Fig. 1: routing congestion
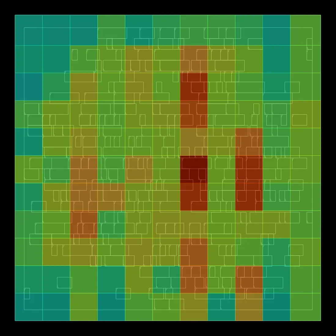
Fig. 2: nets reached from selected ports
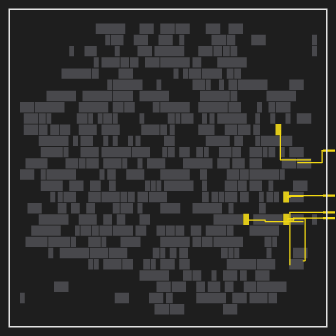
Fig. 3: signal wires on met1
Supply wires on this layer in gray.
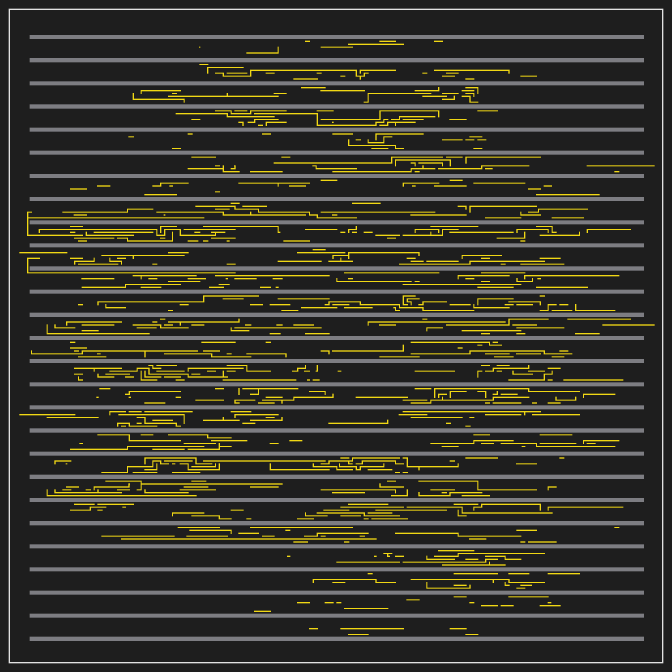
==> config.mk <==
export PLATFORM = sky130hd
export DESIGN_NAME = slot_payout_flat
export DESIGN_NICKNAME = d
export VERILOG_FILES = /design/src/rtl/caca_niquel_pkg.sv /design/src/rtl/slot_payout_if.sv /design/src/rtl/pisca_led.sv /design/src/rtl/slot_payout.sv /design/src/flat_wrapper.sv
export SDC_FILE = /design/constraint.sdc
export NUM_CORES = 1
export LEC_CHECK = 0
export ABC_CLOCK_PERIOD_IN_PS = 3360
export CORE_MARGIN = 2
export CORE_UTILIZATION = 40
export CTS_CLUSTER_DIAMETER = 30
export CTS_CLUSTER_SIZE = 40
export DETAILED_ROUTE_END_ITERATION = 8
export PLACE_DENSITY = 0.62
export SYNTH_ARGS = -nofsm -noshare
export SYNTH_HDL_FRONTEND = slang
export SYNTH_HIERARCHICAL = 1
export SYNTH_SLANG_ARGS = --single-unit
==> constraint.sdc <==
create_clock -name clk_2 -period 3.36 [get_ports clk_2]
set_input_delay 0.672 -clock clk_2 [delete_from_list [all_inputs] [get_ports clk_2]]
set_output_delay 0.672 -clock clk_2 [all_outputs]
set_load 0.005 [all_outputs]
==> results_slide.txt <==
Key Metrics from the Run

Final timing
  – Post-route minimum period: 3.11 ns
  – Post-route setup TNS: 0 ns
  – RSZ-0062 raised after global routing: false

Logic synthesis
  – Post-synth seq share: 35.1%
  – Post-synthesis area per instance: 8.44 um^2
  – Top_reg_cell synth: dfxtp_1

Critical path
  – Critical path class: flip-flop to flip-flop
  – Number of cells on the critical path: 13
  – Worst EP arrival: 3.31 ns
  – R2R depth: 13
  – Crit-path slowest cell: dfxtp_1
  – R2R Setup Slk: 0.25 ns
  – CP Max Fanout: 7
  – CP Capture Type: flip-flop

Min path
  – Min-Delay Path Class: flip-flop to flip-flop

Place
  – Placed wire-length estimate: 3360 um

Drt
  – Vias per cell: 4.98
  – Initial DRT Pass Iterations: 4

Clock tree
  – Clk latency late pin: 0.29 ns
  – H-tree levels: 2
  – Num CTS Buffers: 5
  – Setup Buffers After CTS: 0

Global route
  – All-Layer GR Usage: 16.6%
  – Number of global-route vias before repair: 1644

Run
  – Max Cap Violations: 0

Floorplan
  – Rows: 26
  – Fp_density: 41.3%

Outcome
  – Status: finished, final reports clean
-- Fig. 1 (at the start) --
M3 GR Usage: 4.62%
gr busiest metal: met2
final core utilization: 51.9%
Routed WL per cell: 12.9 um
met2 Usage GRT: 25.4%

-- Fig. 2 (at the start) --
`bus_contador2` -> yellow  # bits 4, direction input, end cells 4, wire 94.4 um
# port buffers: 39
# IOs: 44

-- Fig. 3 (at the start) --
longest straight run = 29.9 um
share of all routed wire = 49%
total number of vias: 1788
GR Util met1: 21.7%

power by group:
| group | leakage, nW | internal, mW | switching (mW) | total (mW) |
|---|---|---|---|---|
| clock | 0.0443 | 0.163 | 0.149 | 0.311 |
| sequential | 0.300 | 0.445 | 0.00755 | 0.453 |
| combinational | 0.629 | 0.0612 | 0.0635 | 0.125 |
synthesized netlist by cell type, drive strengths merged, types with 2 or more instances:
library cell and number:
a211oi 2, a21o 3, a21oi 22, a311oi 4, a31oi 2, and3 3, buf 11, clkbuf 4
dfxtp 37, ha 15, inv 19, nand2 34, nand2b 4, nand3 4, nand4 7, nor2 16
nor2b 4, nor3 3, nor4 2, nor4bb 2, o21ai 6, o21bai 2, o22ai 2, or3 4
xnor2 15, xor2 6
logic make-up (layout without fill, tap and decap cells):
family | after synthesis | after routing | synth area share [%]
adders and majority gates | 16 | 16 | 9.85
AOI/OAI and AO/OA | 51 | 51 | 17.3
and+or+nand+nor | 89 | 89 | 21.1
xor gates and xnor gates | 21 | 21 | 8.72
muxes | 1 | 1 | 0.475
DFF | 37 | 37 | 35.1
buffers and inverters | 34 | 70 | 7.35
other | 1 | 4 | 0.178
worst reg2reg max path: stages (launching register included):
cell,delay [ns]
dfxtp_1,0.42
xnor2_1,0.15
nand4_1,0.15
nor2_2,0.15
buf_4,0.14
a21o_1,0.14
ha_1,0.19
inv_1,0.05
ha_1,0.29
a211oi_2,0.26
o21ai_2,0.11
or3_1,0.37
and3_1,0.31
a311oi_2,0.29
cell usage in the layout, fill, tap and decap left out, types with 3 or more instances in the layout:
cell / netlist / routed
or3_1: 4 / 4
dfxtp_1: 37 / 36
nand4_1: 7 / 7
xnor2_1: 15 / 15
clkbuf_8: 0 / 6
inv_1: 19 / 19
clkdlybuf4s50_1: 0 / 39
o21ai_0: 5 / 5
and3_1: 3 / 3
nor2_1: 16 / 15
nand2b_1: 4 / 4
conb_1: 1 / 4
nand2_1: 34 / 34
buf_4: 5 / 5
nor3_1: 3 / 3
nand3_1: 4 / 4
nor2b_1: 4 / 4
xor2_1: 6 / 6
a21oi_1: 22 / 22
a311oi_2: 4 / 4
ha_1: 15 / 15
area by class of cell:
type | instances | area [um^2] | share of cell area, %
Tap cell | 70 | 87.6 | 3.31
Inverter | 19 | 71.3 | 2.69
Multi-Input combinational cell | 182 | 1230 | 46.6
Timing Repair Buffer | 44 | 428 | 16.2
Clock buffer | 7 | 86.3 | 3.26
Sequential cell | 37 | 742 | 28.0
metrics by stage:
step	power [mW]	cells	utilization, %	instance area, um^2
after floorplan	0.546	253	-	2120
after global placement	0.584	352	50.0	2550
after detailed placement	0.585	352	50.0	2550
after CTS	0.901	359	51.7	2640
after global routing	0.935	359	51.9	2650
final	0.889	359	51.9	2650
metal layers:
| layer | global-route usage [%] | share of wire [%] | vias to the layer above |
|---|---|---|---|
| li1 | - | - | 929 |
| met1 | 21.7 | 49 | 810 |
| met2 | 25.4 | 45 | 42 |
| met3 | 4.62 | 4.6 | 7 |
| met4 | 7.27 | 1.7 | 0 |
| met5 | 0 | 0 | - |
Power is estimated from default activity; no workload was simulated.
